<file path="src/rtl/sobel_pkg.sv">
// Shared types for the pipelined Sobel core: mode encodings, gradient width
// derivation and the payload carried alongside each beat through the pipeline.
package sobel_pkg;

  function automatic int sobel_gw(input int pix_w);
    return pix_w + 3;
  endfunction

  // Payload fields are sized for the widest supported configuration; each
  // instance narrows them with size casts.
  localparam int SOBEL_PIX_W_MAX   = 16;
  localparam int SOBEL_COORD_W_MAX = 16;
  localparam int SOBEL_GW_MAX      = sobel_gw(SOBEL_PIX_W_MAX);

  typedef enum logic [1:0] {
    SOBEL_BIN     = 2'd0,
    SOBEL_L1      = 2'd1,
    SOBEL_LINF    = 2'd2,
    SOBEL_BIN_ALT = 2'd3
  } sobel_mode_e;

  typedef struct packed {
    logic signed [SOBEL_GW_MAX-1:0]      gx;
    logic signed [SOBEL_GW_MAX-1:0]      gy;
    logic        [SOBEL_COORD_W_MAX-1:0] col;
    logic        [SOBEL_COORD_W_MAX-1:0] row;
    sobel_mode_e                         mode;
    logic        [SOBEL_GW_MAX-1:0]      thresh;
  } sobel_stage_t;

endpackage

</file>
<file path="src/rtl/sobel_grad.sv">
// Combinational 3x3 Sobel kernels: unsigned window in, signed Gx/Gy out.
module sobel_grad
  import sobel_pkg::*;
#(
  parameter int PIX_W = 8
) (
  input  logic        [PIX_W-1:0]           data_0_0_i,
  input  logic        [PIX_W-1:0]           data_0_1_i,
  input  logic        [PIX_W-1:0]           data_0_2_i,
  input  logic        [PIX_W-1:0]           data_1_0_i,
  input  logic        [PIX_W-1:0]           data_1_2_i,
  input  logic        [PIX_W-1:0]           data_2_0_i,
  input  logic        [PIX_W-1:0]           data_2_1_i,
  input  logic        [PIX_W-1:0]           data_2_2_i,
  output logic signed [sobel_gw(PIX_W)-1:0] gx_o,
  output logic signed [sobel_gw(PIX_W)-1:0] gy_o
);

  localparam int GW = sobel_gw(PIX_W);

  logic [GW-1:0] x_pos;
  logic [GW-1:0] x_neg;
  logic [GW-1:0] y_pos;
  logic [GW-1:0] y_neg;

  // Each weighted column/row sum is at most 4*(2^PIX_W-1), so the unsigned
  // partial sums and their difference never overflow GW bits.
  always_comb begin
    x_pos = GW'(data_0_2_i) + (GW'(data_1_2_i) << 1) + GW'(data_2_2_i);
    x_neg = GW'(data_0_0_i) + (GW'(data_1_0_i) << 1) + GW'(data_2_0_i);
    y_pos = GW'(data_0_0_i) + (GW'(data_0_1_i) << 1) + GW'(data_0_2_i);
    y_neg = GW'(data_2_0_i) + (GW'(data_2_1_i) << 1) + GW'(data_2_2_i);
    gx_o  = $signed(x_pos - x_neg);
    gy_o  = $signed(y_pos - y_neg);
  end

endmodule

</file>
<file path="src/rtl/sobel_core_pipe.sv">
// Three-stage pipelined Sobel core with valid/ready backpressure, binary or
// saturated-magnitude output and a saturating per-frame edge counter.
module sobel_core_pipe
  import sobel_pkg::*;
#(
  parameter int PIX_W   = 8,
  parameter int COORD_W = 10,
  parameter int CNT_W   = 20
) (
  input  logic                       clk,
  input  logic                       rst,
  input  logic [PIX_W-1:0]           data_0_0_i,
  input  logic [PIX_W-1:0]           data_0_1_i,
  input  logic [PIX_W-1:0]           data_0_2_i,
  input  logic [PIX_W-1:0]           data_1_0_i,
  input  logic [PIX_W-1:0]           data_1_1_i,
  input  logic [PIX_W-1:0]           data_1_2_i,
  input  logic [PIX_W-1:0]           data_2_0_i,
  input  logic [PIX_W-1:0]           data_2_1_i,
  input  logic [PIX_W-1:0]           data_2_2_i,
  input  logic                       core_en_i,
  output logic                       core_rdy_o,
  input  logic [COORD_W-1:0]         cnt_col_i,
  input  logic [COORD_W-1:0]         cnt_row_i,
  input  logic [1:0]                 mode_i,
  input  logic [sobel_gw(PIX_W)-1:0] thresh_i,
  input  logic                       cnt_clr_i,
  output logic [PIX_W-1:0]           pixel_o,
  output logic                       core_en_o,
  input  logic                       core_rdy_i,
  output logic [COORD_W-1:0]         cnt_col_o,
  output logic [COORD_W-1:0]         cnt_row_o,
  output logic [CNT_W-1:0]           edge_cnt_o
);

  localparam int GW = sobel_gw(PIX_W);

  logic signed [GW-1:0] gx;
  logic signed [GW-1:0] gy;
  logic                 adv;

  logic         s1_vld_q, s1_vld_d;
  logic         s2_vld_q, s2_vld_d;
  sobel_stage_t s1_q, s1_d;
  sobel_stage_t s2_q, s2_d;

  logic               core_en_q, core_en_d;
  logic [PIX_W-1:0]   pixel_q, pixel_d;
  logic [COORD_W-1:0] col_q, col_d;
  logic [COORD_W-1:0] row_q, row_d;
  logic [CNT_W-1:0]   edge_cnt_q, edge_cnt_d;

  logic [GW-1:0]    gx_s1, gy_s1, abs_x, abs_y;
  logic [GW-1:0]    mag_x, mag_y, mag_sum, mag_max, thr_s2;
  logic [PIX_W-1:0] pix_res;
  logic             edge_hs;

  function automatic logic [PIX_W-1:0] sat_pix(input logic [GW-1:0] v);
    return (|v[GW-1:PIX_W]) ? '1 : v[PIX_W-1:0];
  endfunction

  sobel_grad #(.PIX_W(PIX_W)) u_grad (
    .data_0_0_i (data_0_0_i),
    .data_0_1_i (data_0_1_i),
    .data_0_2_i (data_0_2_i),
    .data_1_0_i (data_1_0_i),
    .data_1_2_i (data_1_2_i),
    .data_2_0_i (data_2_0_i),
    .data_2_1_i (data_2_1_i),
    .data_2_2_i (data_2_2_i),
    .gx_o       (gx),
    .gy_o       (gy)
  );

  // The centre pixel has zero weight in both kernels.
  logic unused_center;
  assign unused_center = ^data_1_1_i;

  // Every stage moves together; a held output freezes the whole pipe.
  assign adv        = ~core_en_q | core_rdy_i;
  assign core_rdy_o = adv;

  // S2 magnitudes and S3 result selection, computed from the registered stages.
  always_comb begin
    gx_s1   = GW'(s1_q.gx);
    gy_s1   = GW'(s1_q.gy);
    abs_x   = gx_s1[GW-1] ? -gx_s1 : gx_s1;
    abs_y   = gy_s1[GW-1] ? -gy_s1 : gy_s1;
    mag_x   = GW'(s2_q.gx);
    mag_y   = GW'(s2_q.gy);
    thr_s2  = GW'(s2_q.thresh);
    mag_sum = mag_x + mag_y;
    mag_max = (mag_x > mag_y) ? mag_x : mag_y;
    case (s2_q.mode)
      SOBEL_L1:   pix_res = sat_pix(mag_sum);
      SOBEL_LINF: pix_res = sat_pix(mag_max);
      default:    pix_res = (mag_sum > thr_s2) ? '1 : '0;
    endcase
  end

  // NOTE: every always_comb target is given its hold value first, so no path
  // leaves a signal unassigned and no latch is inferred.
  always_comb begin
    s1_vld_d  = s1_vld_q;
    s1_d      = s1_q;
    s2_vld_d  = s2_vld_q;
    s2_d      = s2_q;
    core_en_d = core_en_q;
    pixel_d   = pixel_q;
    col_d     = col_q;
    row_d     = row_q;
    if (adv) begin
      s1_vld_d    = core_en_i;
      s1_d.gx     = SOBEL_GW_MAX'(gx);
      s1_d.gy     = SOBEL_GW_MAX'(gy);
      s1_d.col    = SOBEL_COORD_W_MAX'(cnt_col_i);
      s1_d.row    = SOBEL_COORD_W_MAX'(cnt_row_i);
      s1_d.mode   = sobel_mode_e'(mode_i);
      s1_d.thresh = SOBEL_GW_MAX'(thresh_i);

      // S2 reuses the payload; gx/gy now carry the absolute values.
      s2_vld_d = s1_vld_q;
      s2_d     = s1_q;
      s2_d.gx  = SOBEL_GW_MAX'(abs_x);
      s2_d.gy  = SOBEL_GW_MAX'(abs_y);

      core_en_d = s2_vld_q;
      if (s2_vld_q) begin
        pixel_d = pix_res;
        col_d   = COORD_W'(s2_q.col);
        row_d   = COORD_W'(s2_q.row);
      end
    end
  end

  always_comb begin
    edge_hs    = core_en_q & core_rdy_i & (|pixel_q);
    edge_cnt_d = edge_cnt_q;
    if (cnt_clr_i) begin
      edge_cnt_d = '0;
    end else if (edge_hs && (edge_cnt_q != '1)) begin
      edge_cnt_d = edge_cnt_q + CNT_W'(1);
    end
  end

  // NOTE: state is updated with non-blocking assignments so every flop samples
  // the pre-edge values regardless of statement order.
  always_ff @(posedge clk) begin
    if (rst) begin
      s1_vld_q   <= 1'b0;
      s2_vld_q   <= 1'b0;
      core_en_q  <= 1'b0;
      pixel_q    <= '0;
      col_q      <= '0;
      row_q      <= '0;
      edge_cnt_q <= '0;
    end else begin
      s1_vld_q   <= s1_vld_d;
      s2_vld_q   <= s2_vld_d;
      core_en_q  <= core_en_d;
      pixel_q    <= pixel_d;
      col_q      <= col_d;
      row_q      <= row_d;
      edge_cnt_q <= edge_cnt_d;
    end
  end

  // NOTE: stage payloads carry no reset; the stage valid bits alone qualify them.
  always_ff @(posedge clk) begin
    s1_q <= s1_d;
    s2_q <= s2_d;
  end

  assign core_en_o  = core_en_q;
  assign pixel_o    = pixel_q;
  assign cnt_col_o  = col_q;
  assign cnt_row_o  = row_q;
  assign edge_cnt_o = edge_cnt_q;

endmodule
</file>
<file path="config.mk">
export PLATFORM = sky130hd
export DESIGN_NAME = sobel_core_pipe
export DESIGN_NICKNAME = d
export VERILOG_FILES = /design/src/rtl/sobel_pkg.sv /design/src/rtl/sobel_grad.sv /design/src/rtl/sobel_core_pipe.sv
export SDC_FILE = /design/constraint.sdc
export NUM_CORES = 1
export LEC_CHECK = 0
export ABC_AREA = 1
export CAP_MARGIN = 20
export CORE_UTILIZATION = 50
export DETAILED_ROUTE_END_ITERATION = 10
export HOLD_SLACK_MARGIN = 0.05
export PLACE_DENSITY = 0.72
export SLEW_MARGIN = 10
export SYNTH_ARGS = -nofsm -noshare
export SYNTH_HDL_FRONTEND = slang
export SYNTH_SLANG_ARGS = --single-unit
</file>
<file path="constraint.sdc">
create_clock -name clk -period 8.5 [get_ports clk]
set_clock_uncertainty 0.05 [all_clocks]
set_input_delay 1.7 -clock clk [delete_from_list [all_inputs] [get_ports clk]]
set_output_delay 1.7 -clock clk [all_outputs]
set_load 0.005 [all_outputs]
</file>
==> images/flops_by_reg.png <==
(2 px per µm) Other sequential cells in the stronger gray, the rest of the logic in the fainter gray.
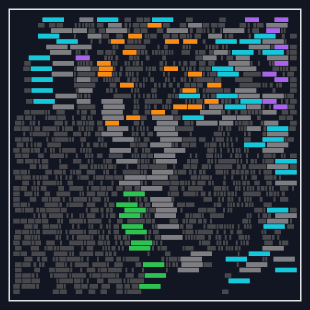
[`edge_cnt_o`] orange | placed flops: 20 | where: north
[`gx_s1`] green | placed flops: 11 | where: south
[`s1_q`] cyan | placed flops: 33 | where: all over the die
[`cnt_col_o`] purple | placed flops: 10 | where: north-east
not colored: 87

==> images/layer_met2.png <==
(2 px per µm)
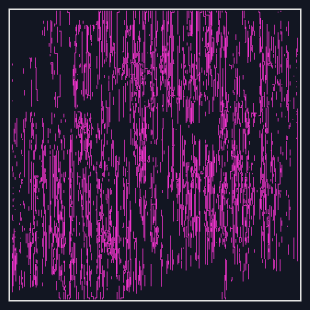
nets with wire on the layer: 1,217
share of all routed wire: 52%

==> flow_summary.json <==
{
  "cellInternalPower_w": 0.00231,
  "clock-sinks": 161,
  "grt_use_total": 0.214,
  "r2r_slack_ns": 4.90,
  "total_power_w": 0.00392,
  "dp.cells": 1518,
  "nNetsFinal": 1511,
  "gp_congestion": 0.917,
  "fa_ha_area_frac": 0.189,
  "yosys_area_um2": 10200,
  "power_frac_comb": 0.489,
  "setup_viol": 0,
  "startpoint": "data_0_2_i[1]",
  "cts_setup_buffers": 0,
  "chipArea_um2": 21000,
  "whs_path_depth": 0,
  "busiest_layer": "met2",
  "path_buffers": 3,
  "worstHoldEndpoint": "s2_q[29]",
  "grt_pass1_vias": 7841,
  "cp.arrival_ns": 5.66,
  "cts_resized": 0,
  "place_area_um2": 12000,
  "ant_nets": 0,
  "final_util": 0.642,
  "syn2layout_area_growth_pct": 23.9,
  "die_x_um": 145,
  "min-delay-start": "s1_q[29]",
  "grt_max_degree": 84,
  "dieHeight_um": 145,
  "min_path_type": "reg2reg",
  "fin_cells": 1550,
  "status": "finished, final reports clean",
  "place_ws_ns": 2.51,
  "syn-num-nets": 1352,
  "power.share.clock": 0.210,
  "switchingPower_w": 0.00161,
  "top_power_group": "combinational cells",
  "post-synth-top-count-cell": "inv_1",
  "wl_met2_um": 11100,
  "fin_crit_sh": 0.653,
  "p_comb_w": 0.00192,
  "startpoint_type": "input pin",
  "r2r-end": "pixel_o[5]",
  "numPortBuffers": 151,
  "ys_ff": 161,
  "leakage_nw": 5.63,
  "grtUsageMet1": 0.253,
  "hold_viol": 0,
  "crit_cells": 20,
  "ys_top_logic_family": "adder cells",
  "core_util_floorplan": 0.518,
  "core_area_um2": 19700,
  "n_antenna_cell": 0,
  "clk_latency_ns": 0.42,
  "synth.avg_cell_area_um2": 9.18,
  "topRoutingLayerUsed": "met5",
  "warnings": 45,
  "yosysUniqueCellTypes": 37,
  "fin_area_um2": 12700,
  "critPathRequiredTime_ns": 8.61,
  "route.met3.wl_um": 742,
  "grt_pass1_wl_um": 36200,
  "worst_path_most_repeated_cell": "nor2_1",
  "slew_viol_final": 0,
  "mux_area_frac": 0,
  "worstSetupPathType": "in2reg",
  "ctsHoldBuffers": 0,
  "finalSetupTns_ns": 0,
  "crit_fanout": 4,
  "common_cells": "inv_1, nand2_1, edfxtp_1",
  "cpPeakStageDelay_ns": 0.51,
  "cts-root-buf": "clkbuf_16",
  "rsz0062_at_grt": "no",
  "syn-cell-area_um2": 10200,
  "worstReg2RegStart": "mag_x[5]",
  "vias": 7739,
  "fp-row-count": 51,
  "fin_hold_ws_ns": 0.371,
  "reg2reg_depth": 15,
  "xor_area_frac": 0.0557,
  "clkTransAtPathRegs_ns": 0.07,
  "final_layout_size_suffix_gt1_frac": 0.0451,
  "hpwlAfterDp_um": 16900,
  "powerDensity_nw_per_um2": 310,
  "grt-ovfl-total": 0,
  "area_leaders": "edfxtp_1, ha_1, dfxtp_1",
  "crit_path_cell_trace": "clkdlybuf4s50_1, ha_1, fa_1, nand3_1, nand3_1, a21oi_1, nor2_1, nor2_1, xor2_1, fa_1, inv_1, fa_1, inv_1, ha_1, nand2_1, o21ai_0, a21oi_1, nor2_1, nor2_1, xor2_1",
  "clk-power_w": 0.000823,
  "grt_antenna_before_repair": 1,
  "simple_gate_share": 0.170,
  "yosys-stat-cells": 1113,
  "cts_tree": "built",
  "dr.pass1.iters": 5,
  "ys_sh_aoi": 0.0782
}
[layout by cell type, fill, tap and decap left out, types with 20 or more instances in the layout]
cell and n:
a21oi_1 72, ha_1 87, nor3_1 20, inv_1 209, dfxtp_1 51, fa_1 42, clkdlybuf4s50_1 151, nand2_1 172
edfxtp_1 110, xor2_1 49, nand3_1 36, nor2_1 103, o21ai_0 53
[area by class of cell]
cell class | instances | area, µm² | area share
tap | 265 | 332 | 0.0262
timing repair buffer | 153 | 1530 | 0.121
inverter | 213 | 802 | 0.0633
sequential | 161 | 4320 | 0.341
clock inverter | 13 | 188 | 0.0148
multi-input combinational | 726 | 5040 | 0.398
clock buffer | 19 | 454 | 0.0359
